### config.mk
export PLATFORM = sky130hd
export DESIGN_NAME = spi_master_frame_sequencer
export DESIGN_NICKNAME = d
export VERILOG_FILES = /design/src/rtl/spi_master_frame_sequencer.sv
export SDC_FILE = /design/constraint.sdc
export NUM_CORES = 1
export LEC_CHECK = 0
export ABC_AREA = 1
export CAP_MARGIN = 5
export CORE_UTILIZATION = 50
export DETAILED_ROUTE_END_ITERATION = 8
export GPL_ROUTABILITY_DRIVEN = 0
export PLACE_DENSITY = 0.69
export SYNTH_ARGS = -nofsm -noshare
export SYNTH_HDL_FRONTEND = slang
export SYNTH_SLANG_ARGS = --single-unit
export TNS_END_PERCENT = 5
### constraint.sdc
create_clock -name IN_CLOCK -period 2.4 [get_ports IN_CLOCK]
set_input_delay 0.48 -clock IN_CLOCK [delete_from_list [all_inputs] [get_ports IN_CLOCK]]
set_output_delay 0.48 -clock IN_CLOCK [all_outputs]
set_load 0.005 [all_outputs]
### src/rtl/spi_master_frame_sequencer.sv
// Feeds SPI_FPGA_MASTER one frame per buffered TX word and collects each received word
// into an RX FIFO, with an enforced CS-high gap between frames and a launch-to-done timeout.
module spi_master_frame_sequencer #(
    parameter int PACK_LENGTH  = 8,
    parameter int FIFO_DEPTH   = 4,
    parameter int GAP_CLKS     = 4,
    parameter int TIMEOUT_CLKS = 1024
) (
    input  logic                   IN_CLOCK,
    input  logic                   IN_RESET_N,
    input  logic [PACK_LENGTH-1:0] IN_TX_DATA,
    input  logic                   IN_TX_VALID,
    output logic                   OUT_TX_READY,
    output logic [PACK_LENGTH-1:0] OUT_RX_DATA,
    output logic                   OUT_RX_VALID,
    input  logic                   IN_RX_READY,
    output logic                   OUT_LAUNCH,
    output logic [PACK_LENGTH-1:0] OUT_MASTER_DATA,
    input  logic                   IN_MASTER_CS,
    input  logic [PACK_LENGTH-1:0] IN_MASTER_RECEIVE_DATA,
    input  logic                   IN_MASTER_ACTION_DONE,
    output logic                   OUT_BUSY,
    output logic                   OUT_TIMEOUT_ERR,
    input  logic                   IN_CLEAR_ERR
);
    // state  | meaning
    // IDLE   | waiting for a TX word and a free RX slot
    // LAUNCH | OUT_LAUNCH high until the master pulls CS low
    // ACTIVE | frame in progress, waiting for the done rising edge
    // GAP    | CS-high spacing before the next frame
    typedef enum logic [1:0] {IDLE, LAUNCH, ACTIVE, GAP} state_t;

    localparam int AW = $clog2(FIFO_DEPTH);
    localparam int TW = (TIMEOUT_CLKS > 1) ? $clog2(TIMEOUT_CLKS) : 1;
    localparam int GW = (GAP_CLKS > 1) ? $clog2(GAP_CLKS) : 1;
    localparam logic [TW-1:0] TO_LAST  = TW'(TIMEOUT_CLKS - 1);
    localparam logic [GW-1:0] GAP_LAST = GW'(GAP_CLKS - 1);

    state_t state, state_next;

    logic [PACK_LENGTH-1:0] tx_mem [FIFO_DEPTH];
    logic [PACK_LENGTH-1:0] rx_mem [FIFO_DEPTH];
    logic [AW:0]            tx_wr_ptr, tx_rd_ptr, rx_wr_ptr, rx_rd_ptr;
    logic                   tx_empty, tx_full, tx_push, tx_pop;
    logic                   rx_empty, rx_full, rx_push, rx_pop;
    logic [TW-1:0]          to_cnt;
    logic [GW-1:0]          gap_cnt;
    logic                   done_prev, done_rise, timeout_hit, abort;
    logic                   timeout_err;
    logic [PACK_LENGTH-1:0] master_data;

    assign tx_empty = (tx_wr_ptr == tx_rd_ptr);
    assign tx_full  = (tx_wr_ptr[AW] != tx_rd_ptr[AW]) && (tx_wr_ptr[AW-1:0] == tx_rd_ptr[AW-1:0]);
    assign tx_push  = IN_TX_VALID && !tx_full;

    assign rx_empty = (rx_wr_ptr == rx_rd_ptr);
    assign rx_full  = (rx_wr_ptr[AW] != rx_rd_ptr[AW]) && (rx_wr_ptr[AW-1:0] == rx_rd_ptr[AW-1:0]);
    assign rx_pop   = !rx_empty && IN_RX_READY;

    assign done_rise   = IN_MASTER_ACTION_DONE && !done_prev;
    assign timeout_hit = (to_cnt == TO_LAST);

    always_ff @(posedge IN_CLOCK) begin
        if (!IN_RESET_N) begin
            tx_wr_ptr <= '0;
            tx_rd_ptr <= '0;
        end else begin
            if (tx_push) begin
                tx_mem[tx_wr_ptr[AW-1:0]] <= IN_TX_DATA;
                tx_wr_ptr <= tx_wr_ptr + 1'b1;
            end
            if (tx_pop) tx_rd_ptr <= tx_rd_ptr + 1'b1;
        end
    end

    always_ff @(posedge IN_CLOCK) begin
        if (!IN_RESET_N) begin
            rx_wr_ptr <= '0;
            rx_rd_ptr <= '0;
        end else begin
            if (rx_push) begin
                rx_mem[rx_wr_ptr[AW-1:0]] <= IN_MASTER_RECEIVE_DATA;
                rx_wr_ptr <= rx_wr_ptr + 1'b1;
            end
            if (rx_pop) rx_rd_ptr <= rx_rd_ptr + 1'b1;
        end
    end

    // A frame only starts with a free RX slot, so rx_push can never hit a full FIFO.
    always_comb begin
        state_next = state;
        tx_pop     = 1'b0;
        rx_push    = 1'b0;
        abort      = 1'b0;
        case (state)
            IDLE: begin
                if (!tx_empty && !rx_full) begin
                    tx_pop     = 1'b1;
                    state_next = LAUNCH;
                end
            end
            LAUNCH: begin
                if (!IN_MASTER_CS) begin
                    state_next = ACTIVE;
                end else if (timeout_hit) begin
                    abort      = 1'b1;
                    state_next = GAP;
                end
            end
            ACTIVE: begin
                if (done_rise) begin
                    rx_push    = 1'b1;
                    state_next = GAP;
                end else if (timeout_hit) begin
                    abort      = 1'b1;
                    state_next = GAP;
                end
            end
            GAP: begin
                if (gap_cnt == '0) state_next = IDLE;
            end
            default: state_next = IDLE;
        endcase
    end

    always_ff @(posedge IN_CLOCK) begin
        if (!IN_RESET_N) begin
            state       <= IDLE;
            to_cnt      <= '0;
            gap_cnt     <= '0;
            done_prev   <= 1'b0;
            timeout_err <= 1'b0;
            master_data <= '0;
        end else begin
            state     <= state_next;
            done_prev <= IN_MASTER_ACTION_DONE;
            if (tx_pop) begin
                master_data <= tx_mem[tx_rd_ptr[AW-1:0]];
                to_cnt      <= '0;
            end else if (state == LAUNCH || state == ACTIVE) begin
                to_cnt <= to_cnt + 1'b1;
            end
            if (state_next == GAP && state != GAP) begin
                gap_cnt <= GAP_LAST;
            end else if (state == GAP && gap_cnt != '0) begin
                gap_cnt <= gap_cnt - 1'b1;
            end
            if (abort) begin
                timeout_err <= 1'b1;
            end else if (IN_CLEAR_ERR) begin
                timeout_err <= 1'b0;
            end
        end
    end

    assign OUT_TX_READY    = !tx_full;
    assign OUT_RX_VALID    = !rx_empty;
    assign OUT_RX_DATA     = rx_empty ? '0 : rx_mem[rx_rd_ptr[AW-1:0]];
    assign OUT_LAUNCH      = (state == LAUNCH);
    assign OUT_BUSY        = (state != IDLE);
    assign OUT_MASTER_DATA = master_data;
    assign OUT_TIMEOUT_ERR = timeout_err;

endmodule
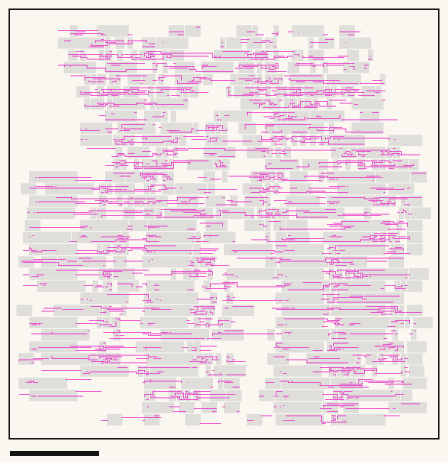
Run 1: metal 1
Scale bar: 20 um. Cells faint in the background.
The layer carries 3550 um of wire. The wires run mostly horizontal. The layer holds 45% of the routed length. The longest straight run is 24.8 um. 479 nets have wire on it.
met1 Use GR: 23.5%
via count: 2983
final WL: 7900 um

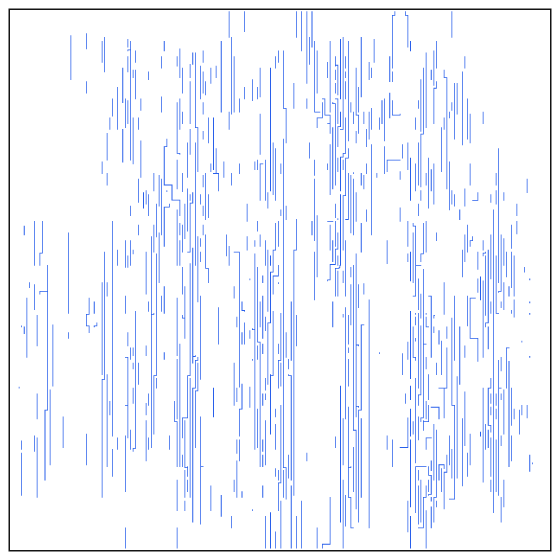
Run 1: the metal 2 layer
The layer carries 3880 um of wire. The layer holds 49% of the routed length.
met2 Resource Use GR: 30.3%

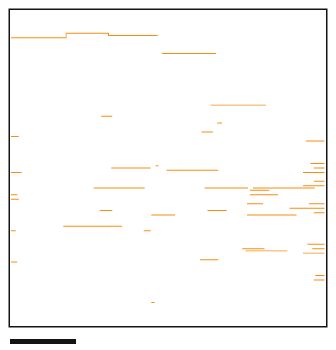
Run 1: met3 routing
Scale bar: 20 um.
The wires run mostly horizontal. The layer carries 330 um of wire. 37 nets have wire on it. The layer holds 4.2% of the routed length.

==> results_dict.tcl, run 1 <==
# place-and-route summary
set metrics [dict create \
    status "finished, final reports clean" \
    worst_slew_pin_slew_ns 0.362 \
    drive_gt1_share_pct 14.3 \
    fin_area_um2 5300 \
    rrSetupSlack_ns 0.53 \
    regArea_um2 2700 \
    highest_layer "met4" \
    cts_hold_buffers 0 \
    yosys.cell_count.top_type "nor2_1" \
    ff_type "edfxtp_1" \
    grt_max_degree 20 \
    area_growth_syn_to_layout_pct 20.4 \
    hold_viol 0 \
    ir_worst_vdd_v 0.000390 \
    fin_hold_ws_ns 0.485 \
    placed_area_um2 4990 \
    antenna_found_initial 0 \
    syn_inst 428 \
    ys_cells 428 \
    top_area_share_pct 43.7 \
    ys_seq_share_pct 60.9 \
    die_w_um 95.8 \
    wl_per_cell_um 13.3 \
    timing.final.max_slew_violations 0 \
    fin_cells 596 \
    top_usage_layer "met2" \
    rsz0062_at_grt "true" \
    grt_pass1_wl_um 12500 \
    grt_use_met3_pct 3.32 \
    top_area_cell "edfxtp_1" \
    routed-wl-met3_um 330 \
    nets 526 \
    final_cell_mix "84 x nor2_1, 64 x edfxtp_1, 52 x nand2_1, 41 x inv_1" \
    n_antenna_cell 0 \
    cp-start-kind "register" \
    ys_warn_count 0 \
    power_density_nw_per_um2 908 \
    power.leakage_nw 2.08 \
    dp_slack_ns 0.310 \
    clkLatencyLatePin_ns 0.36 \
    grt_pass1_vias 2711 \
    common_cells "84 x nor2_1, 64 x edfxtp_1, 53 x nand2_1" \
    htree_levels 3 \
    dpl.hpwl_um 5440 \
    fin_util_pct 63.2 \
    worstPathArrival_ns 1.85 \
    synth_nets 468 \
    setup_ws_ns 0.0700 \
    ys_types 37 \
    async_reset_ff_share_pct 0 \
    portBuffers 43 \
    edf_count 64 \
    rows 33 \
    slew_headroom_pct 75.8 \
    ys_area_um2 4400 \
    power_mw 4.81 \
    numSynthFlops 102 \
    cts_sinks 102 \
    min_path_type "reg -> reg" \
    worstPathRequired_ns 1.92 \
    post-route-drc-count 0 \
    finClkSkew_ns 0.0136 \
    finalCritPeriodShare_pct 97.1 \
    grt_usage_pct 18.2 \
    drv_cap 0 \
    overflow 0 \
    path_clk_slew_ns 0.09 \
    floorplan.die_area_um2 9180 \
    synth_area_per_cell_um2 10.3 \
    tns_ns 0 \
    ant_nets 0 \
    vias_per_cell 5.01 \
    coreArea_um2 8380 \
    floorplan.core_util_pct 52.5 \
    logic_area_um2 1510 \
    fillerInstances 684 \
    die_h_um 95.8 \
    finalSetupViolCount 0 \
    ioPinCount 44 \
    drtIter0Drc 160 \
    cts_buffer_depth 2 \
    dr.pass1.iters 4 \
    endpoint_kind "output port" \
    finalWorstPathRequiredPeriod_ns 2.33 \
    openroad.warnings 37 \
    final_common_cell "nor2_1" \
    met1_length_um 3550 \
]
[run 1: repair_timing]
item / CTS / global route
setup buffers: 0 / 1
pin swaps: 0 / 5
setup endpoints to repair: 8 / 11
gates resized: 5 / 18
cloned: 0 / 2
[run 1: critical path, stage by stage (launching register included)]
cell             delay [ns]
dfxtp_4                0.42
buf_8                  0.14
nor2_1                 0.06
o32ai_2                0.24
nand2_1                0.08
inv_1                  0.07
clkdlybuf4s50_1        0.49
[run 1: final timing paths]
kind / end / startpoint / cells past startpoint
setup / recovery: OUT_RX_DATA[5] / register / 6
hold / removal: tx_wr_ptr[2] / tx_wr_ptr[2] / 2
hold reg to reg: tx_wr_ptr[2] / tx_wr_ptr[2] / 2
setup reg to reg: to_cnt[9] / state[0] / 9
[run 1: cell families after synthesis]
logic type,share of synthesized area (%)
AND-OR/OR-AND,10.3
XOR/XNOR,2.13
multiplexers,0.483
AND/OR/NAND/NOR,15.7
adder cells (fa/ha/maj),4.83
buffers and inverters,5.66
flip-flops,60.9
[run 1: report_power, final]
group	internal, mW	total (mW)	switching [mW]
clock	0.424	1.02	0.594
combinational	0.737	1.61	0.874
sequential	2.03	2.18	0.154
total	3.19	4.81	1.62
[run 1: flip-flops by register name, summed over array words and instances, names as in the netlist, named ones only]
name / count
tx_wr_ptr: 3
state: 2
gap_cnt: 2
rx_wr_ptr: 3
OUT_TIMEOUT_ERR: 1
tx_rd_ptr: 3
done_prev: 1
tx_mem: 32
rx_mem: 32
to_cnt: 10
rx_rd_ptr: 3
OUT_MASTER_DATA: 8
[run 1: cell type report]
type	count	area share, %
repair buffers	57	10.8
well taps	105	2.48
inverters	49	3.64
clock inverters	6	0.992
multi-input cells	266	28.5
clock buffers	10	2.60
repair inverters	1	0.142
flip-flops and latches	102	50.9
Run 1, cell sizes after repair:
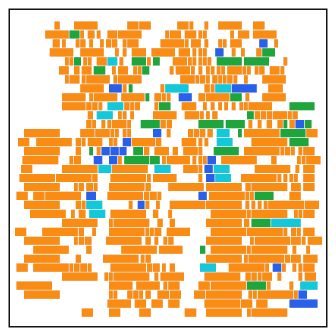

==> run 2, diff against run 1 <==
--- a/config.mk
+++ b/config.mk
@@ -7,10 +7,11 @@
 export LEC_CHECK = 0
 export ABC_AREA = 1
 export CAP_MARGIN = 5
+export CORE_MARGIN = 4
 export CORE_UTILIZATION = 50
 export DETAILED_ROUTE_END_ITERATION = 8
 export GPL_ROUTABILITY_DRIVEN = 0
-export PLACE_DENSITY = 0.69
+export PLACE_DENSITY_LB_ADDON = 0.2
 export SYNTH_ARGS = -nofsm -noshare
 export SYNTH_HDL_FRONTEND = slang
 export SYNTH_SLANG_ARGS = --single-unit
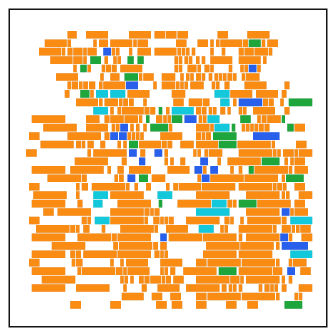
Run 2: cell sizes after repair
Key: x3 and x4 = blue [cells 22, share 4.5%]; x1 and smaller = orange [cells 426, share 87%]; x6 and larger = cyan [cells 17, share 3.5%]; x2 = green [cells 27, share 5.5%]
Design Area, Final: 5330 um2
Setup WS post-layout: 0.0541 ns

==> run 2 against run 1 <==
  * Non-clock buffer count rose by 1
  * Synthesized cell count did not move
  * Final cell count rose by 0.17%
  * Final area rose by 0.52%
  * First-iteration DRC count fell by 29%
  * Clock-buffer cell count did not move
  * Register-to-register slack got worse by 0.05 ns
  * Sequential share of layout area fell by 0.31 points
  * Maximum frequency fell by 0.68%
  * Critical endpoint unchanged
  * Area after synthesis did not move
  * Via count rose by 2.3%
  * Critical path depth rose by 1
==> results_dict.tcl, run 2 <==
# place-and-route summary
set metrics [dict create \
    die_h_um 102 \
    area_growth_syn_to_layout_pct 21.0 \
    edf_count 64 \
    grt_max_degree 20 \
    htree_levels 3 \
    die_w_um 102 \
    logic_family "simple AND/OR/NAND/NOR gates" \
    ioPinCount 44 \
    slew_headroom_pct 75.7 \
    worstPathArrival_ns 1.87 \
    max_stage_delay_ns 0.49 \
    synth_nets 468 \
    async_reset_ff_share_pct 0 \
    ys_cells 428 \
    power_density_nw_per_um2 922 \
    ys_warn_count 0 \
    yosys.area_share.aoi_pct 10.3 \
    cts_sinks 102 \
    cp-start-kind "register" \
    clkLatencyLatePin_ns 0.35 \
    dr_total_vias 3051 \
    finClkSkew_ns 0.0128 \
    dr.pass1.iters 4 \
    overflow 0 \
    cts_buffer_depth 2 \
    hp-start "tx_wr_ptr[2]" \
    fin_cells 597 \
    nets 527 \
    ys_area_um2 4400 \
    tns_ns 0 \
    grt_pass1_vias 2813 \
    rsz0062_at_grt "true" \
    portBuffers 43 \
    min_path_type "reg -> reg" \
    final_cell_mix "84 x nor2_1, 64 x edfxtp_1, 53 x nand2_1, 41 x inv_1, 39 x o21ai_0" \
    dp_slack_ns 0.288 \
    slowest_stage "clkdlybuf4s50_1" \
    coreArea_um2 8380 \
    final_common_cell "nor2_1" \
    floorplan.core_util_pct 52.5 \
    drv_cap 0 \
    critPathTopFamily "buffers and inverters" \
    rows 33 \
    power.leakage_nw 2.12 \
    crit_chain "clkinvlp_4, buf_12, nor2_1, o32ai_1, nand2_1, inv_1, clkdlybuf4s50_1" \
    wl_per_cell_um 13.9 \
    crit_end "OUT_RX_DATA[5]" \
    grt_pass1_wl_um 13300 \
    antenna_found_initial 0 \
    status "finished, final reports clean" \
    worstReg2RegEnd "to_cnt[9]" \
    floorplan.die_area_um2 10400 \
    min_to "tx_wr_ptr[2]" \
    drive_gt1_share_pct 13.4 \
    ys_types 37 \
    numSynthFlops 102 \
    vias_per_cell 5.11 \
    ir_worst_vdd_v 0.000436 \
    wirelength_um 8300 \
    ff_type "edfxtp_1" \
    cp.depth 7 \
    synthSimpleGateAreaFrac_pct 15.7 \
]
[run 2: cell counts after synthesis]
Identical to the previous run, type by type.
[run 2: per-layer routing]
layer	vias up	part of all wire (%)	GRT usage [%]
li1	1552	-	-
met1	1442	46	22.4
met4	0	1.4	6.56
met5	-	0	0
met2	50	49	26.3
met3	7	3.8	2.87
[run 2: metrics by stage]
stage / cell area [um2] / hold slack (ns) / util (%)
after floorplan: 4400 / 0.434 / -
after global placement: 4990 / 0.457 / 59.6
after detailed placement: 4990 / 0.455 / 59.6
after CTS: 5220 / 0.487 / 62.2
after global routing: 5330 / 0.517 / 63.5
final: 5330 / 0.488 / 63.5
[run 2: where the power goes]
group | switching, mW | leakage (nW) | total [mW] | internal, mW
clock network | 0.600 | 0.101 | 1.11 | 0.505
registers | 0.149 | 0.891 | 2.18 | 2.03
logic | 0.894 | 1.13 | 1.63 | 0.733
total | 1.64 | 2.12 | 4.91 | 3.27
[run 2: timing repair]
| action | 4_1_cts | 5_1_grt |
|---|---|---|
| buffers inserted | 0 | 3 |
| gates resized | 5 | 17 |
| endpoints found under the setup margin | 8 | 8 |
| pin swaps | 0 | 3 |
| hold buffers | 0 | 0 |
| gates cloned | 0 | 1 |
[run 2: cell type report]
class | count | area [um2] | share of cell area (%)
Sequential cell | 102 | 2690 | 50.6
Multi-Input combinational cell | 266 | 1520 | 28.5
Timing Repair Buffer | 58 | 583 | 10.9
Inverter | 49 | 193 | 3.62
Tap cell | 105 | 131 | 2.47
Clock buffer | 10 | 128 | 2.40
Clock inverter | 6 | 77.6 | 1.46
Timing Repair inverter | 1 | 5.00 | 0.0940
Run 2, the clock network:
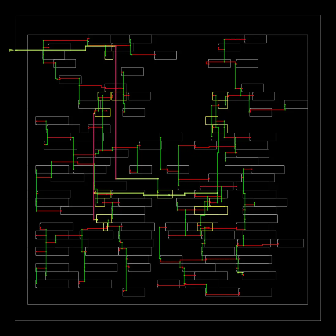

==> run 3, diff against run 2 <==
--- a/config.mk
+++ b/config.mk
@@ -12,6 +12,7 @@
 export DETAILED_ROUTE_END_ITERATION = 8
 export GPL_ROUTABILITY_DRIVEN = 0
 export PLACE_DENSITY_LB_ADDON = 0.2
+export SKIP_CTS_REPAIR_TIMING = 1
 export SYNTH_ARGS = -nofsm -noshare
 export SYNTH_HDL_FRONTEND = slang
 export SYNTH_SLANG_ARGS = --single-unit
==> constraint.sdc (replaced) <==
create_clock -name IN_CLOCK -period 2.4 [get_ports IN_CLOCK]
set_input_delay 0.24 -clock IN_CLOCK [delete_from_list [all_inputs] [get_ports IN_CLOCK]]
set_output_delay 0.24 -clock IN_CLOCK [all_outputs]
set_load 0.005 [all_outputs]
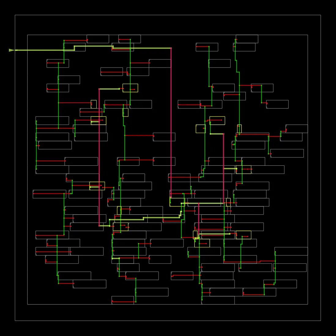
Run 3: the clock network
CLK BUF: 11
Worst Skew: 0.00861 ns
Flop Count: 102
total CTS buffers: 9

==> run 3 against run 2 <==
  * First-iteration DRC count increased by 20%
  * Power decreased by 6.3%
  * Final area decreased by 3.1%
  * Utilization decreased by 1.9 points
  * Wire length decreased by 1.0%
  * Register-to-register slack got worse by 0.05 ns
==> results_dict.tcl, run 3 <==
# place-and-route summary
set metrics [dict create \
    status "finished, final reports clean" \
    power_mw 4.60 \
    worstReg2RegEnd "to_cnt[9]" \
    grt_pass1_vias 2863 \
    grt_usage_pct 16.7 \
    edf_count 64 \
    finalWorstPathRequiredPeriod_ns 2.22 \
    antenna_found_initial 0 \
    worstPathRequired_ns 2.16 \
    worst_slew_pin_slew_ns 0.463 \
    p_int_mw 3.07 \
    ys_cells 428 \
    floorplan.die_area_um2 10400 \
    pg_comb_mw 1.51 \
    ff_type "edfxtp_1" \
    synth_nets 468 \
    switchingPower_mw 1.53 \
    cts_sinks 102 \
    ys_types 37 \
    pwr-share-comb_pct 32.9 \
    nets 524 \
    syn_inst 428 \
    logic_area_um2 1470 \
    ant_nets 0 \
    r2r_cells 9 \
    post-route-drc-count 0 \
    finalCritPeriodShare_pct 92.5 \
    dr_total_vias 3043 \
    drv_cap 0 \
    portBuffers 43 \
    p_sw_share_pct 33.3 \
    power_density_nw_per_um2 890 \
    ir_worst_vdd_v 0.000309 \
    crit_end "OUT_RX_DATA[5]" \
    tns_ns 0 \
    p_clk_mw 0.907 \
    coreArea_um2 8380 \
    synth_area_per_cell_um2 10.3 \
    ys_area_um2 4400 \
    drtIter0Drc 137 \
    cp.depth 7 \
    rsz0062_at_grt "false" \
    vias_per_cell 5.12 \
    timing.final.max_slew_violations 0 \
    overflow 0 \
    floorplan.core_util_pct 52.5 \
    final_cell_mix "84 x nor2_1, 64 x edfxtp_1, 53 x nand2_1, 43 x clkdlybuf4s50_1, 41 x inv_1" \
    n_antenna_cell 0 \
    clkLatencyLatePin_ns 0.35 \
    cts_buffer_depth 2 \
    dr.pass1.iters 4 \
    crit_chain "clkinvlp_4, buf_4, nor2_1, o32ai_1, nand2_1, inv_1, clkdlybuf4s50_1" \
    min_path_type "reg -> reg" \
    area_growth_syn_to_layout_pct 17.3 \
    fin_hold_ws_ns 0.463 \
    wl_per_cell_um 13.8 \
    top_area_share_pct 43.7 \
    numSynthFlops 102 \
    ioPinCount 44 \
    grt_pass1_wl_um 13500 \
    top_power_group "registers" \
    clock_power_share_pct 19.7 \
]
==> run 3: cell counts after synthesis <==
No cell type changed its count.
==> run 3: stage by stage <==
| stage | worst slack, ns | std cells | cell area, um2 |
|---|---|---|---|
| after floorplan | 0.644 | 428 | 4400 |
| after global placement | 0.439 | 577 | 4990 |
| after detailed placement | 0.352 | 577 | 4990 |
| after CTS | -0.0613 | 593 | 5150 |
| after global routing | 0.00957 | 594 | 5160 |
| final | 0.180 | 594 | 5160 |
==> run 3: cell families (layout without fill, tap and decap cells) <==
group	count (synthesis)	count (layout)	synth area share, %
buf+inv	60	121	5.66
fa+ha+maj	17	17	4.83
xor+xnor	9	9	2.13
simple gates	159	159	15.7
compound gates	79	79	10.3
flops	102	102	60.9
mux	2	2	0.483
==> run 3: layout make-up <==
cell class	count	share of cell area, %
Inverter	49	3.73
Timing Repair Buffer	56	10.2
Multi-Input combinational cell	266	28.5
Sequential cell	102	52.0
Tap cell	105	2.54
Clock buffer	11	2.54
Clock inverter	5	0.509
==> run 3: per-layer routing <==
metal	global-route usage [%]	vias up	part of all wire (%)
met5	0	-	0
met4	7.37	0	1.9
met3	3.75	15	4.4
met2	27.4	68	49
met1	21.4	1414	45
li1	-	1546	-
==> run 3: how the worst min path moves through the flow <==
stage               slack (ns)  depth (start not counted)           end                   from
floorplan                 0.33                          2     done_prev  IN_MASTER_ACTION_DONE
global placement          0.45                          1  rx_wr_ptr[2]           rx_wr_ptr[2]
detailed placement        0.45                          1  rx_wr_ptr[2]           rx_wr_ptr[2]
CTS                       0.45                          3     done_prev  IN_MASTER_ACTION_DONE
global route              0.49                          3     done_prev  IN_MASTER_ACTION_DONE
finish                    0.46                          1  rx_wr_ptr[2]           rx_wr_ptr[2]
Power and IR drop assume default switching activity.
